[src/rtl/cdb_arbiter.sv]
// -----------------------------------------------------------------------------
// cdb_arbiter
// Common-data-bus arbiter in front of the ROB result-write port. Each of the
// three completion sources (ALU, LOAD, STORE-address) owns one holding slot.
// One occupied slot is granted per cycle and broadcast through a registered
// CDB output. The grant order is round-robin by default.
//
// Optional feature macro: CDB_FIXED_PRIORITY_EN
//   defined   -> fixed priority LOAD > ALU > STORE, rr pointer held at 0
//   undefined -> round-robin starting at rr, rr+1, rr+2 (mod 3)
//
// Ports
//   clk_in, rst_in          clock, asynchronous active-low reset
//   rdy_in                  global advance; low freezes all state
//   roll_back               synchronous flush of slots and broadcast
//   alu_valid/ready/entry/result/pc_result   ALU completion handshake
//   ld_valid/ready/entry/result              LOAD completion handshake
//   st_valid/ready/entry                     STORE address completion
//   cdb_valid/src/entry/result/pc_result     registered broadcast
//   cdb_pending             popcount of occupied slots (combinational)
// -----------------------------------------------------------------------------
module cdb_arbiter #(
    parameter int unsigned ENTRY_W = 5,
    parameter int unsigned DATA_W  = 32
) (
    input  logic               clk_in,
    input  logic               rst_in,
    input  logic               rdy_in,
    input  logic               roll_back,

    input  logic               alu_valid,
    output logic               alu_ready,
    input  logic [ENTRY_W-1:0] alu_entry,
    input  logic [DATA_W-1:0]  alu_result,
    input  logic [DATA_W-1:0]  alu_pc_result,

    input  logic               ld_valid,
    output logic               ld_ready,
    input  logic [ENTRY_W-1:0] ld_entry,
    input  logic [DATA_W-1:0]  ld_result,

    input  logic               st_valid,
    output logic               st_ready,
    input  logic [ENTRY_W-1:0] st_entry,

    output logic               cdb_valid,
    output logic [1:0]         cdb_src,
    output logic [ENTRY_W-1:0] cdb_entry,
    output logic [DATA_W-1:0]  cdb_result,
    output logic [DATA_W-1:0]  cdb_pc_result,
    output logic [1:0]         cdb_pending
);

    localparam logic [1:0] SRC_ALU = 2'd0;
    localparam logic [1:0] SRC_LD  = 2'd1;
    localparam logic [1:0] SRC_ST  = 2'd2;

    // One-hot grant vector: bit0 ALU, bit1 LOAD, bit2 STORE
    localparam logic [2:0] GNT_NONE = 3'b000;
    localparam logic [2:0] GNT_ALU  = 3'b001;
    localparam logic [2:0] GNT_LD   = 3'b010;
    localparam logic [2:0] GNT_ST   = 3'b100;

    typedef enum logic [1:0] {
        RR_ALU = 2'd0,
        RR_LD  = 2'd1,
        RR_ST  = 2'd2
    } rr_e;

    // Holding slots
    logic               r_alu_v;
    logic [ENTRY_W-1:0] r_alu_tag;
    logic [DATA_W-1:0]  r_alu_data;
    logic [DATA_W-1:0]  r_alu_pc;
    logic               r_ld_v;
    logic [ENTRY_W-1:0] r_ld_tag;
    logic [DATA_W-1:0]  r_ld_data;
    logic               r_st_v;
    logic [ENTRY_W-1:0] r_st_tag;
    rr_e                r_rr;

    // Next-state values
    logic               w_alu_v_nxt;
    logic [ENTRY_W-1:0] w_alu_tag_nxt;
    logic [DATA_W-1:0]  w_alu_data_nxt;
    logic [DATA_W-1:0]  w_alu_pc_nxt;
    logic               w_ld_v_nxt;
    logic [ENTRY_W-1:0] w_ld_tag_nxt;
    logic [DATA_W-1:0]  w_ld_data_nxt;
    logic               w_st_v_nxt;
    logic [ENTRY_W-1:0] w_st_tag_nxt;
    rr_e                w_rr_nxt;
    logic               w_cdb_valid_nxt;
    logic [1:0]         w_cdb_src_nxt;
    logic [ENTRY_W-1:0] w_cdb_entry_nxt;
    logic [DATA_W-1:0]  w_cdb_result_nxt;
    logic [DATA_W-1:0]  w_cdb_pc_nxt;

    logic               w_adv;
    logic [2:0]         w_gnt;
    rr_e                w_rr_win;
    logic               w_alu_acc;
    logic               w_ld_acc;
    logic               w_st_acc;

    // The pipeline only moves when enabled and not being flushed
    assign w_adv = rdy_in && !roll_back;

    // Grant selection over the holding slots only; new arrivals wait a cycle
    always_comb begin
        w_gnt    = GNT_NONE;
        w_rr_win = RR_ALU;
`ifdef CDB_FIXED_PRIORITY_EN
        if (r_ld_v) begin
            w_gnt = GNT_LD;
        end else if (r_alu_v) begin
            w_gnt = GNT_ALU;
        end else if (r_st_v) begin
            w_gnt = GNT_ST;
        end
`else
        case (r_rr)
            RR_LD: begin
                if (r_ld_v)       w_gnt = GNT_LD;
                else if (r_st_v)  w_gnt = GNT_ST;
                else if (r_alu_v) w_gnt = GNT_ALU;
            end
            RR_ST: begin
                if (r_st_v)       w_gnt = GNT_ST;
                else if (r_alu_v) w_gnt = GNT_ALU;
                else if (r_ld_v)  w_gnt = GNT_LD;
            end
            default: begin
                if (r_alu_v)      w_gnt = GNT_ALU;
                else if (r_ld_v)  w_gnt = GNT_LD;
                else if (r_st_v)  w_gnt = GNT_ST;
            end
        endcase
        // Pointer moves to the source after the winner
        case (w_gnt)
            GNT_ALU: w_rr_win = RR_LD;
            GNT_LD:  w_rr_win = RR_ST;
            default: w_rr_win = RR_ALU;
        endcase
`endif
    end

    // A slot can accept when empty or when it is being drained this cycle
    assign alu_ready = w_adv && (!r_alu_v || w_gnt[0]);
    assign ld_ready  = w_adv && (!r_ld_v  || w_gnt[1]);
    assign st_ready  = w_adv && (!r_st_v  || w_gnt[2]);

    assign w_alu_acc = alu_valid && alu_ready;
    assign w_ld_acc  = ld_valid  && ld_ready;
    assign w_st_acc  = st_valid  && st_ready;

    assign cdb_pending = 2'(r_alu_v) + 2'(r_ld_v) + 2'(r_st_v);

    // Next-state: flush outranks freeze, freeze outranks grant/accept
    always_comb begin
        w_alu_v_nxt      = r_alu_v;
        w_alu_tag_nxt    = r_alu_tag;
        w_alu_data_nxt   = r_alu_data;
        w_alu_pc_nxt     = r_alu_pc;
        w_ld_v_nxt       = r_ld_v;
        w_ld_tag_nxt     = r_ld_tag;
        w_ld_data_nxt    = r_ld_data;
        w_st_v_nxt       = r_st_v;
        w_st_tag_nxt     = r_st_tag;
        w_rr_nxt         = r_rr;
        w_cdb_valid_nxt  = cdb_valid;
        w_cdb_src_nxt    = cdb_src;
        w_cdb_entry_nxt  = cdb_entry;
        w_cdb_result_nxt = cdb_result;
        w_cdb_pc_nxt     = cdb_pc_result;

        if (roll_back) begin
            w_alu_v_nxt     = 1'b0;
            w_ld_v_nxt      = 1'b0;
            w_st_v_nxt      = 1'b0;
            w_cdb_valid_nxt = 1'b0;
            w_rr_nxt        = RR_ALU;
        end else if (rdy_in) begin
            w_cdb_valid_nxt = |w_gnt;
            if (|w_gnt) begin
                w_rr_nxt = w_rr_win;
            end

            if (w_gnt[0]) begin
                w_cdb_src_nxt    = SRC_ALU;
                w_cdb_entry_nxt  = r_alu_tag;
                w_cdb_result_nxt = r_alu_data;
                w_cdb_pc_nxt     = r_alu_pc;
                w_alu_v_nxt      = 1'b0;
            end else if (w_gnt[1]) begin
                w_cdb_src_nxt    = SRC_LD;
                w_cdb_entry_nxt  = r_ld_tag;
                w_cdb_result_nxt = r_ld_data;
                w_cdb_pc_nxt     = '0;
                w_ld_v_nxt       = 1'b0;
            end else if (w_gnt[2]) begin
                w_cdb_src_nxt    = SRC_ST;
                w_cdb_entry_nxt  = r_st_tag;
                w_cdb_result_nxt = '0;
                w_cdb_pc_nxt     = '0;
                w_st_v_nxt       = 1'b0;
            end

            // Refill after the clear so a same-cycle refill wins
            if (w_alu_acc) begin
                w_alu_v_nxt    = 1'b1;
                w_alu_tag_nxt  = alu_entry;
                w_alu_data_nxt = alu_result;
                w_alu_pc_nxt   = alu_pc_result;
            end
            if (w_ld_acc) begin
                w_ld_v_nxt    = 1'b1;
                w_ld_tag_nxt  = ld_entry;
                w_ld_data_nxt = ld_result;
            end
            if (w_st_acc) begin
                w_st_v_nxt   = 1'b1;
                w_st_tag_nxt = st_entry;
            end
        end
    end

    // State and broadcast registers
    always_ff @(posedge clk_in or negedge rst_in) begin
        if (!rst_in) begin
            r_alu_v       <= 1'b0;
            r_alu_tag     <= '0;
            r_alu_data    <= '0;
            r_alu_pc      <= '0;
            r_ld_v        <= 1'b0;
            r_ld_tag      <= '0;
            r_ld_data     <= '0;
            r_st_v        <= 1'b0;
            r_st_tag      <= '0;
            r_rr          <= RR_ALU;
            cdb_valid     <= 1'b0;
            cdb_src       <= SRC_ALU;
            cdb_entry     <= '0;
            cdb_result    <= '0;
            cdb_pc_result <= '0;
        end else begin
            r_alu_v       <= w_alu_v_nxt;
            r_alu_tag     <= w_alu_tag_nxt;
            r_alu_data    <= w_alu_data_nxt;
            r_alu_pc      <= w_alu_pc_nxt;
            r_ld_v        <= w_ld_v_nxt;
            r_ld_tag      <= w_ld_tag_nxt;
            r_ld_data     <= w_ld_data_nxt;
            r_st_v        <= w_st_v_nxt;
            r_st_tag      <= w_st_tag_nxt;
            r_rr          <= w_rr_nxt;
            cdb_valid     <= w_cdb_valid_nxt;
            cdb_src       <= w_cdb_src_nxt;
            cdb_entry     <= w_cdb_entry_nxt;
            cdb_result    <= w_cdb_result_nxt;
            cdb_pc_result <= w_cdb_pc_nxt;
        end
    end

endmodule

[config.mk]
export PLATFORM = sky130hd
export DESIGN_NAME = cdb_arbiter
export DESIGN_NICKNAME = d
export VERILOG_FILES = /design/src/rtl/cdb_arbiter.sv
export SDC_FILE = /design/constraint.sdc
export NUM_CORES = 1
export LEC_CHECK = 0
export CELL_PAD_IN_SITES_DETAIL_PLACEMENT = 0
export CELL_PAD_IN_SITES_GLOBAL_PLACEMENT = 2
export CORE_ASPECT_RATIO = 0.8
export CORE_MARGIN = 2
export CORE_UTILIZATION = 30
export CTS_BUF_LIST = sky130_fd_sc_hd__clkbuf_2
export CTS_CLUSTER_SIZE = 24
export DETAILED_ROUTE_END_ITERATION = 16
export PLACE_DENSITY = 0.86
export SYNTH_ARGS = -nofsm -noshare
export SYNTH_HDL_FRONTEND = slang
export SYNTH_SLANG_ARGS = --single-unit
[constraint.sdc]
create_clock -name clk_in -period 2.5 [get_ports clk_in]
set_clock_uncertainty 0.2 [all_clocks]
set_input_delay 0.25 -clock clk_in [delete_from_list [all_inputs] [get_ports clk_in]]
set_output_delay 0.25 -clock clk_in [all_outputs]
set_load 0.02 [all_outputs]
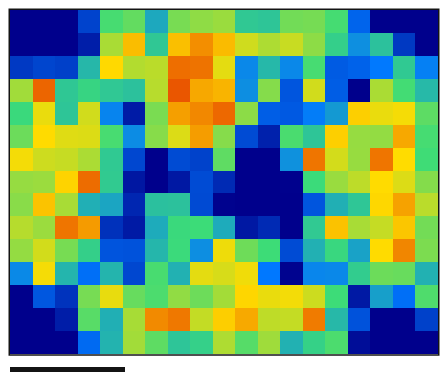
(local utilization)
Scale bar: 50 um. The die is cut into 19 by 15 equal tiles; dark blue is low, red is high, 0 to 100% covered.
tiles over 75% full: 14%
nearly empty tiles: 12%
fullest tile: 90%
emptiest ninth of the die: middle
Initial Utilization: 30.3%
Final Core Density: 48.9%

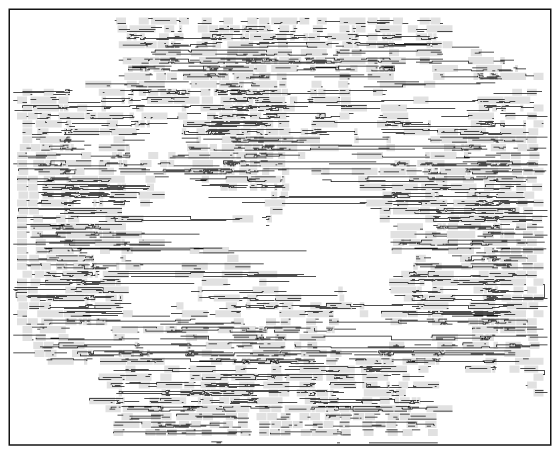
(metal 1)
wire length on this layer: 12,100 um
main direction: horizontal
share of all routed wire: 48%
nets with wire on the layer: 1,004

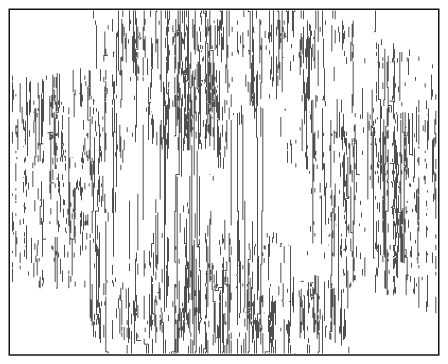
(M2 wires)
nets with wire on the layer: 988
longest straight run: 80.6 um
share of all routed wire: 47%
wire length on this layer: 11,800 um

==> deck_impl_summary.md <==
Physical Implementation Snapshot

Cells and area
  • Final instance area: 12,800 sq um
  • Layout cell share with drive strength beyond 1: 27.4%
  • Logic area: 3050 sq um

Place
  • Number of buffers added on ports: 194

Yosys
  • Mapped Nets: 762
  • Ys cells: 640
  • Top logic family: multiplexers
  • Sequential area share after synthesis: 59.4%
  • Post-synth mux share: 21.7%
  • Synth Instances: 640
  • XOR Share, Synth: 0%
  • Unique cell types: 36

Floorplanning
  • N_taps: 357
  • Site Rows: 53
  • Ports: 195

Critical path
  • Worst r2r path cells: 11
  • Arrival @ worst endpoint: 2.24 ns
  • R2R Setup Slk: -0.17 ns
  • Worst-path maximum fanout: 5

Timing
  • # setup viols final: 125
  • Setup slack after layout: -0.188 ns

Global route
  • Largest net degree at the start of global routing: 54
  • Total gr overflow: 0
  • First-pass GRT wire length: 35,900 um

Routing
  • Pre-Repair DR Iteration Count: 4

Clock network
  • H-tree depth: 4

Run
  • Reported max-cap violation count: 0

Run status
  • Failing checks: setup timing
  • Status: complete, but fails checks
## stage by stage
step	TNS (ns)	hold WS, ns
4_1_cts	-2.55	0.298
3_5_place_dp	-0.0735	0.0732
2_1_floorplan	0	-0.246
5_1_grt	-16.87	0.335
6_report	-10.04	0.302
3_3_place_gp	0	0.0693
## critical path: stages, from the launching register on
cell and delay [ns]:
dfrtp_1 0.49, ha_4 0.32, nor2_1 0.07, a211o_4 0.33, a21oi_4 0.17, buf_6 0.14
## report_power, final
part	leakage [uW]	total, uW	switching [uW]	internal [uW]
registers	0.00232	4460	512	3940
clock network	0.000107	1280	1030	243
logic	0.00308	4090	1840	2250
## per-layer routing
| metal | GRT usage, % | vias to the layer above | share of wire [%] |
|---|---|---|---|
| met5 | 0 | - | 0 |
| li1 | - | 2933 | - |
| met3 | 3.49 | 10 | 4.4 |
| met1 | 23.7 | 3155 | 48 |
| met4 | 3.58 | 0 | 0.58 |
| met2 | 27.5 | 163 | 47 |
## registers in the layout (all words and copies together), names as in the netlist
| name | cells |
|---|---|
| r_alu_pc | 32 |
| r_alu_data | 32 |
| r_st_v | 1 |
| r_ld_data | 32 |
| cdb_pc_result | 32 |
| r_rr | 2 |
| r_alu_tag | 5 |
| cdb_valid | 1 |
| r_alu_v | 1 |
| r_ld_tag | 5 |
| r_ld_v | 1 |
| cdb_entry | 5 |
| r_st_tag | 5 |
| cdb_result | 32 |
| cdb_src | 2 |
## cells in the mapped netlist
library cell	number	area [sq um]
buf_6	2	22.5
mux2_1	15	169
nor3_1	2	10.0
buf_4	9	67.6
buf_2	11	55.1
a211oi_1	3	22.5
nand2_2	1	6.26
nand3_1	32	160
o21bai_1	1	7.51
o2111ai_1	1	8.76
inv_1	37	139
mux2_2	133	1500
nor2b_1	1	6.26
a31oi_1	1	6.26
nor3b_2	1	12.5
a211o_1	1	8.76
o31ai_1	1	7.51
ha_1	3	37.5
clkbuf_1	18	67.6
a31oi_4	1	21.3
dfrtp_1	188	4700
nor2b_4	1	13.8
a21o_1	2	15.0
o21ai_0	65	325
a21oi_1	11	55.1
nand2_1	69	259
o21ai_1	1	5.00
mux2i_1	5	50.1
o31ai_4	1	21.3
nand2b_1	3	18.8
a21oi_2	2	17.5
nor2_1	13	48.8
a22oi_1	1	7.51
and2_1	2	12.5
o21ba_2	1	10.0
fa_1	1	20.0
## kinds of logic after synthesis
group,count (synthesis)
AND-OR/OR-AND,93
adder cells (fa/ha/maj),4
multiplexers,153
buffers and inverters,77
AND/OR/NAND/NOR,125
flip-flops,188
## worst max path at each step
stage | startpoint | cells after the start | to
6_report | r_rr[1]$_DFFE_PN0P_ | 5 | alu_ready
5_1_grt | r_rr[1]$_DFFE_PN0P_ | 5 | st_ready
3_5_place_dp | r_rr[0]$_DFFE_PN0P_ | 8 | r_alu_tag[3]$_DFFE_PN0P_
2_1_floorplan | r_rr[0]$_DFFE_PN0P_ | 10 | r_alu_data[10]$_DFFE_PN0P_
4_1_cts | r_rr[0]$_DFFE_PN0P_ | 6 | alu_ready
3_3_place_gp | r_rr[0]$_DFFE_PN0P_ | 8 | r_alu_data[19]$_DFFE_PN0P_
Power is estimated from default activity; no workload was simulated.
